--- config.mk ---
export PLATFORM = sky130hd
export DESIGN_NAME = square_move_scheduler
export DESIGN_NICKNAME = d
export VERILOG_FILES = /design/src/rtl/square_move_scheduler.sv
export SDC_FILE = /design/constraint.sdc
export NUM_CORES = 1
export LEC_CHECK = 0
export ABC_AREA = 1
export CAP_MARGIN = 10
export CORE_AREA = 2 2 62 64
export DETAILED_ROUTE_END_ITERATION = 16
export DIE_AREA = 0 0 64 66
export PLACE_DENSITY = 0.81
export SYNTH_ARGS = -nofsm -noshare
export SYNTH_HDL_FRONTEND = slang
export SYNTH_SLANG_ARGS = --single-unit
--- constraint.sdc ---
create_clock -name CLK -period 3.05 [get_ports CLK]
set_input_delay 0.61 -clock CLK [delete_from_list [all_inputs] [get_ports CLK]]
set_output_delay 0.61 -clock CLK [all_outputs]
set_load 0.005 [all_outputs]
--- src/rtl/square_move_scheduler.sv ---
// Move-strobe sequencer for bouncing-square sprites: finds the start of vertical blanking,
// divides frames and issues one strobe per enabled square, lowest index first, GAP idle cycles apart.
module square_move_scheduler #(
    parameter int N_SQUARES = 3,
    parameter int V_ACTIVE  = 480,
    parameter int FRAME_DIV = 1,
    parameter int GAP       = 2
) (
    input  logic                 CLK,
    input  logic                 RST_N,
    input  logic [9:0]           x,
    input  logic [9:0]           y,
    input  logic [N_SQUARES-1:0] ENABLE_MASK,
    input  logic                 PAUSE,
    input  logic                 STEP,
    input  logic                 CLR_OVERRUN,
    output logic [N_SQUARES-1:0] MOVE_STB,
    output logic                 BUSY,
    output logic                 OVERRUN,
    output logic [15:0]          FRAME_CNT
);

    typedef enum logic [1:0] {IDLE, STROBE, WAIT} state_t;

    localparam logic [9:0] V_LIM    = 10'(V_ACTIVE);
    localparam logic [3:0] DIV_LAST = 4'(FRAME_DIV - 1);
    localparam logic [3:0] GAP_LAST = 4'(GAP - 1);

    state_t                 state_q, state_d;
    logic [2:0]             idx_q, idx_d;
    logic [3:0]             gap_q, gap_d;
    logic [N_SQUARES-1:0]   mask_q, mask_d;
    logic                   in_vb_q;
    logic [3:0]             div_cnt;

    logic in_vb, vb_rise, frame_trig, step_trig, seq_active, overrun_set, start;
    logic [3:0] first_set, next_set;

    // Column is not needed for scheduling; it is folded away here.
    logic unused_x;
    assign unused_x = ^x;

    // Returns {found, index} of the lowest set bit of m at or above position start.
    function automatic logic [3:0] find_from(input logic [N_SQUARES-1:0] m, input int start_pos);
        logic [3:0] r;
        r = '0;
        for (int i = N_SQUARES - 1; i >= 0; i--) begin
            if (i >= start_pos && m[i]) r = {1'b1, 3'(i)};
        end
        return r;
    endfunction

    assign in_vb       = (y >= V_LIM);
    assign vb_rise     = in_vb & ~in_vb_q;
    assign frame_trig  = vb_rise & ~PAUSE & (div_cnt == DIV_LAST);
    // Covers the cycle after the FSM returns to IDLE while BUSY is still registered high.
    assign seq_active  = BUSY | (state_q != IDLE);
    assign step_trig   = STEP & PAUSE & (state_q == IDLE);
    assign overrun_set = frame_trig & seq_active;
    assign start       = (frame_trig & ~seq_active) | step_trig;
    assign first_set   = find_from(ENABLE_MASK, 0);
    assign next_set    = find_from(mask_q, int'(idx_q) + 1);

    always_comb begin
        state_d = state_q;
        idx_d   = idx_q;
        gap_d   = gap_q;
        mask_d  = mask_q;
        case (state_q)
            IDLE: begin
                if (start) begin
                    mask_d = ENABLE_MASK;
                    if (first_set[3]) begin
                        state_d = STROBE;
                        idx_d   = first_set[2:0];
                    end
                end
            end
            STROBE: begin
                gap_d = '0;
                if (GAP > 0) begin
                    state_d = WAIT;
                end else if (next_set[3]) begin
                    idx_d = next_set[2:0];
                end else begin
                    state_d = IDLE;
                end
            end
            WAIT: begin
                if (gap_q == GAP_LAST) begin
                    if (next_set[3]) begin
                        state_d = STROBE;
                        idx_d   = next_set[2:0];
                    end else begin
                        state_d = IDLE;
                    end
                end else begin
                    gap_d = gap_q + 4'd1;
                end
            end
            default: state_d = IDLE;
        endcase
    end

    always_ff @(posedge CLK or negedge RST_N) begin
        if (!RST_N) begin
            state_q   <= IDLE;
            idx_q     <= '0;
            gap_q     <= '0;
            mask_q    <= '0;
            in_vb_q   <= 1'b1;
            div_cnt   <= '0;
            FRAME_CNT <= '0;
            MOVE_STB  <= '0;
            BUSY      <= 1'b0;
            OVERRUN   <= 1'b0;
        end else begin
            state_q <= state_d;
            idx_q   <= idx_d;
            gap_q   <= gap_d;
            mask_q  <= mask_d;
            in_vb_q <= in_vb;
            if (vb_rise && !PAUSE) begin
                div_cnt <= (div_cnt == DIV_LAST) ? 4'd0 : div_cnt + 4'd1;
            end
            FRAME_CNT <= FRAME_CNT + 16'(vb_rise);
            // Outputs lag the FSM by one cycle so every output comes straight from a flop.
            MOVE_STB  <= (state_q == STROBE) ? (N_SQUARES'(1) << idx_q) : '0;
            BUSY      <= (state_q != IDLE);
            OVERRUN   <= overrun_set | (OVERRUN & ~CLR_OVERRUN);
        end
    end

endmodule
==> flow_metrics.env, run 1 <==
# flow metrics
export IMPL_layout_cells_most_common="dfrtp_1"
export IMPL_synth_cell_area_um2=1690
export IMPL_power_frac_comb_pct=33.0
export IMPL_dpl_cell_area_um2=2090
export IMPL_area_growth_pct=27.0
export IMPL_startpoint_type="primary input"
export IMPL_grt_pass1_vias=1257
export IMPL_synth_chip_area_um2=1690
export IMPL_drive_gt1_share_pct=11.7
export IMPL_p_seq_w=0.000719
export IMPL_dpl_hpwl_mm=2.17
export IMPL_relSlewSlack_pct=71.0
export IMPL_comb_cell_power_w=0.000481
export IMPL_clkLatencyLatePin_ns=0.33
export IMPL_drc=0
export IMPL_via_per_inst=4.70
export IMPL_comb_area_share_pct=32.0
export IMPL_nets=247
export IMPL_power_density_nw_per_um2=678
export IMPL_fin_util_pct=60.5
export IMPL_antenna_found_initial=0
export IMPL_first_pass_iters=2
export IMPL_p_seq_share_pct=49.4
export IMPL_adder_share_pct=4.44
export IMPL_r2r_end="FRAME_CNT[14]"
export IMPL_ir_worst_vdd_mv=0.325
export IMPL_fp_nets=206
export IMPL_dieArea_um2=4220
export IMPL_logic_gate_count=109
export IMPL_io_buffers=33
export IMPL_seq_area_frac_synth_pct=53.3
export IMPL_clock_sinks=36
export IMPL_biggestCellCategory="flip-flops and latches"
export IMPL_endpoint="FRAME_CNT[14]"
export IMPL_timing_fmax_mhz=413
export IMPL_power_clock_w=0.000257
export IMPL_vias=1231
export IMPL_p_leak_nw=1.01
export IMPL_grt_max_degree=37
export IMPL_simple_gate_share_pct=23.7
export IMPL_fp_util_pct=47.6
export IMPL_hold_class="register to register"
export IMPL_drt_iter0_markers=40
export IMPL_grt_overflow=0
export IMPL_clkTransAtPathRegs_ns=0.10
export IMPL_ys_dominant_reg_cell="dfrtp_1"
export IMPL_holdWs_ns=0.479
export IMPL_worst_setup_path_end_kind="register"
export IMPL_ff_count=36
export IMPL_wirelength_mm=2.83
export IMPL_dp_slack_ns=0.258
export IMPL_cts_resized=0
export IMPL_maxCapViolCount=0
export IMPL_p_sw_w=0.000500
export IMPL_cts_buffers=5
export IMPL_fill_cells=300
export IMPL_yosysMostFrequentCell="dfrtp_1"
export IMPL_period_minus_slack_ns=2.42
export IMPL_ant_nets=0
export IMPL_cts_hold_buf=0
export IMPL_die_x_um=64
export IMPL_die_y_um=66
export IMPL_synth_area_per_cell_um2=9.84
export IMPL_p_clk_share_pct=17.6
export IMPL_grt_pass1_wl_mm=5.29
export IMPL_rsz0062_at_grt="false"
export IMPL_final_cells=262
export IMPL_place_inst=254
export IMPL_flop_area_um2=902
export IMPL_cts_tree="done"
export IMPL_reg2reg_depth=9
export IMPL_clock_skew_ns=0.00593
export IMPL_ys_top_cells_by_area="dfrtp_1 (52%), nand2_1 (6.0%), inv_1 (5.5%), xor2_1 (4.7%), ha_1 (4.4%)"
export IMPL_wl_per_cell_um=10.8
export IMPL_cp_arrival_ns=2.65
export IMPL_aoi_share_pct=4.73
export IMPL_power_total_w=0.00146
export IMPL_synthTopCellsByCount="dfrtp_1 (35), nand2_1 (27), inv_1 (25)"
export IMPL_r2r_start="in_vb_q"
export IMPL_ys_cells=172
export IMPL_hold_start="div_cnt[3]"
export IMPL_lay_top_cells="dfrtp_1 (35), clkdlybuf4s50_1 (33), nand2_1 (27)"
export IMPL_status="finished clean"
export IMPL_mux_share_pct=0
export IMPL_yosysWarningCount=0
export IMPL_worst_slew_pin_slew_ns=0.435
export IMPL_synth_cells=172
export IMPL_final_area_um2=2150
export IMPL_hold_violations=0
export IMPL_xor_share_pct=7.77
run 1: state kept, by name, summed over array words and instances (netlist names):
register   count
MOVE_STB       3
gap_q          4
FRAME_CNT     16
mask_q         2
BUSY           1
OVERRUN        1
state_q        2
in_vb_q        1
idx_q          2
div_cnt        4
run 1: worst max-delay path, cell delays in order:
cell and delay, ns:
clkdlybuf4s50_1 0.48, nand2_1 0.05, nor2_1 0.09, nor2_1 0.07
nor2_2 0.14, ha_1 0.22, ha_1 0.21, nand3_2 0.12
nor2_4 0.12, nand3_2 0.12, nor3_4 0.18, nand3_2 0.09
xnor2_1 0.13
run 1: layer usage:
metal  part of all wire [%]  global-route usage [%]
met1                     45                    19.1
met2                     48                    27.3
met3                    3.9                    3.58
met4                    2.5                    10.6
met5                      0                       0
**Run 1: cell placement**

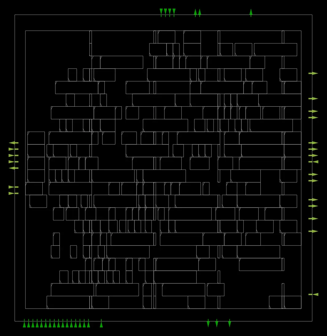
Rows: 22
tap cells: 48
Core Region: 3550 um^2
sequential share of cell area: 42.0%

**Run 1: gate families picked out**

Scale: 6 px per um.
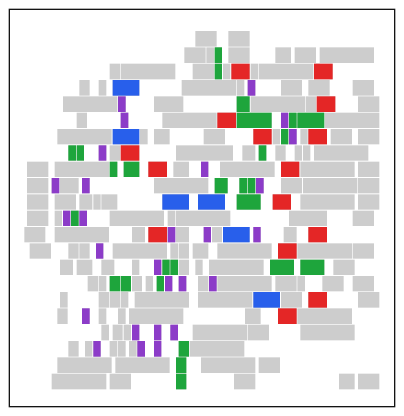
adder and majority cells: in blue, cells 6, most used ha_1, where middle. XOR/XNOR gates: in red, cells 15, most used xor2_1. NOR gates: in green, cells 27, most used nor2_1. inverters: in purple, cells 27, most used inv_1.

**Run 1: zoomed window**

Region (17, 18) to (47, 48) um. Cells in grey, sequential cells in the stronger grey; small squares are vias.
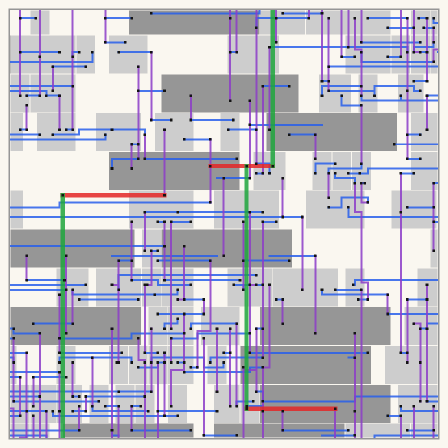
met3: in red. met1: in blue. met4: in green. met2: in purple.
Sequential cells in the window: 10. Netlist names of flops here include FRAME_CNT (4), gap_q (3). Most frequent: inv_1 (10), dfrtp_1 (9), nor2_1 (8). 72 logic cells have their middle in the window.

**Run 1: signal wires by layer**

Scale: 6 px per um. Only two layers are drawn.
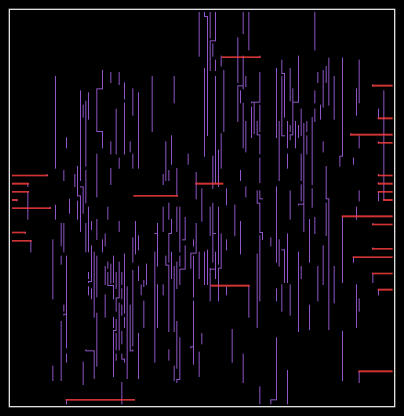

--- run 2 (diff from run 1) ---
--- a/config.mk
+++ b/config.mk
@@ -7,10 +7,10 @@
 export LEC_CHECK = 0
 export ABC_AREA = 1
 export CAP_MARGIN = 10
-export CORE_AREA = 2 2 62 64
+export CORE_AREA = 2 2 67 69
 export DETAILED_ROUTE_END_ITERATION = 16
-export DIE_AREA = 0 0 64 66
-export PLACE_DENSITY = 0.81
+export DIE_AREA = 0 0 69 71
+export PLACE_DENSITY = 0.74
 export SYNTH_ARGS = -nofsm -noshare
 export SYNTH_HDL_FRONTEND = slang
 export SYNTH_SLANG_ARGS = --single-unit
==> constraint.sdc (replaced) <==
create_clock -name CLK -period 2.1 [get_ports CLK]
set_input_delay 0.42 -clock CLK [delete_from_list [all_inputs] [get_ports CLK]]
set_output_delay 0.42 -clock CLK [all_outputs]
set_load 0.005 [all_outputs]
**Run 2: signal wires by layer**

Scale: 6 px per um. Only two layers are drawn.
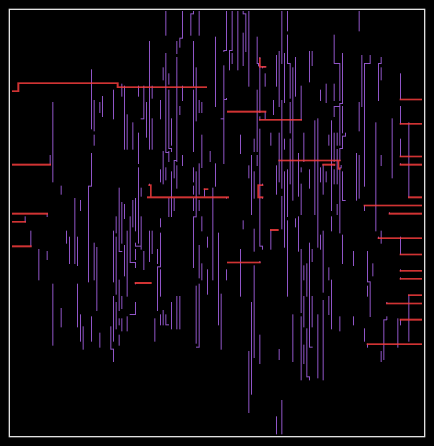
met3: in red, wire length 176 um. met2: in purple, wire length 1,550 um.

==> run 2 against run 1 <==
Design area increased by 9.1%. Setup slack got worse by 0.49 ns. Synthesized cell count unchanged. Sequential power increased by 47%. Count of clock-buffer cells in the layout decreased by 1. Sequential cell count unchanged. First-iteration DRC count increased by 57%. Highest routed layer unchanged.
==> flow_metrics.env, run 2 <==
# flow metrics
export IMPL_status="finished clean"
export IMPL_p_sw_w=0.000780
export IMPL_relSlewSlack_pct=69.7
export IMPL_drive_gt1_share_pct=18.5
export IMPL_timing_fmax_mhz=510
export IMPL_wl_per_cell_um=11.4
export IMPL_ys_dominant_reg_cell="dfrtp_1"
export IMPL_fin_util_pct=55.7
export IMPL_r2r_end="FRAME_CNT[13]"
export IMPL_core_um2=4200
export IMPL_dieArea_um2=4900
export IMPL_cts_tree="done"
export IMPL_cp_buffers_inverters=2
export IMPL_area_growth_pct=38.5
export IMPL_wirelength_mm=3.17
export IMPL_p_seq_share_pct=43.5
export IMPL_synthTopCellsByCount="dfrtp_1 (35), nand2_1 (27), inv_1 (25)"
export IMPL_ys_top_cells_by_area="dfrtp_1 (52%), nand2_1 (6.0%), inv_1 (5.5%), xor2_1 (4.7%), ha_1 (4.4%)"
export IMPL_cp_arrival_ns=2.17
export IMPL_clkTransAtPathRegs_ns=0.07
export IMPL_first_pass_iters=4
export IMPL_power_density_nw_per_um2=1040
export IMPL_grt_overflow=0
export IMPL_fill_cells=375
export IMPL_power_frac_comb_pct=29.2
export IMPL_startpoint_type="primary input"
export IMPL_r2r_start="in_vb_q"
export IMPL_synth_cell_area_um2=1690
export IMPL_worst_slew_pin_slew_ns=0.454
export IMPL_grt_pass1_wl_mm=5.55
export IMPL_via_per_inst=4.64
export IMPL_regMostFlops="FRAME_CNT"
export IMPL_place_inst=268
export IMPL_endpoint="FRAME_CNT[13]"
export IMPL_vias=1294
export IMPL_layout_cells_most_common="dfrtp_1"
export IMPL_yosysWarningCount=0
export IMPL_adder_share_pct=4.44
export IMPL_aoi_share_pct=4.73
export IMPL_cp_cell_sequence="clkdlybuf4s50_1 -> nor2_1 -> nor2_2 -> ha_2 -> buf_4 -> nand3_2 -> nor2_4 -> nand3_4 -> nor2_4 -> nand2_2 -> nor2_2 -> xor2_1"
export IMPL_critical_path_top_delay_family="simple AND/OR/NAND/NOR gates"
export IMPL_synth_cells=172
export IMPL_p_seq_w=0.00106
export IMPL_ff_count=36
export IMPL_power_clock_w=0.000668
export IMPL_reg2reg_depth=10
export IMPL_drt_iter0_markers=63
export IMPL_mux_share_pct=0
export IMPL_io_buffers=33
[run 2: cell counts after synthesis]
No cell type changed its count.
[run 2: metrics by stage]
step	instance area [um^2]	setup WS, ns	total power (W)
after global routing	2340	0.0133	0.00262
after CTS	2330	0.0165	0.00247
final	2340	0.141	0.00244
after floorplan	1690	0.194	0.00145
after detailed placement	2170	-0.356	0.00178
after global placement	2170	-0.334	0.00175
[run 2: routing by layer]
layer / wire length (um) / vias to the layer above / track usage, %
met3: 176 / 9 / 3.99
met5: 0 / - / 0
li1: - / 653 / -
met1: 1370 / 595 / 16.9
met2: 1550 / 37 / 23.7
met4: 74 / 0 / 6.97
Power figures rest on the tool's default switching activity, not on a simulated workload.
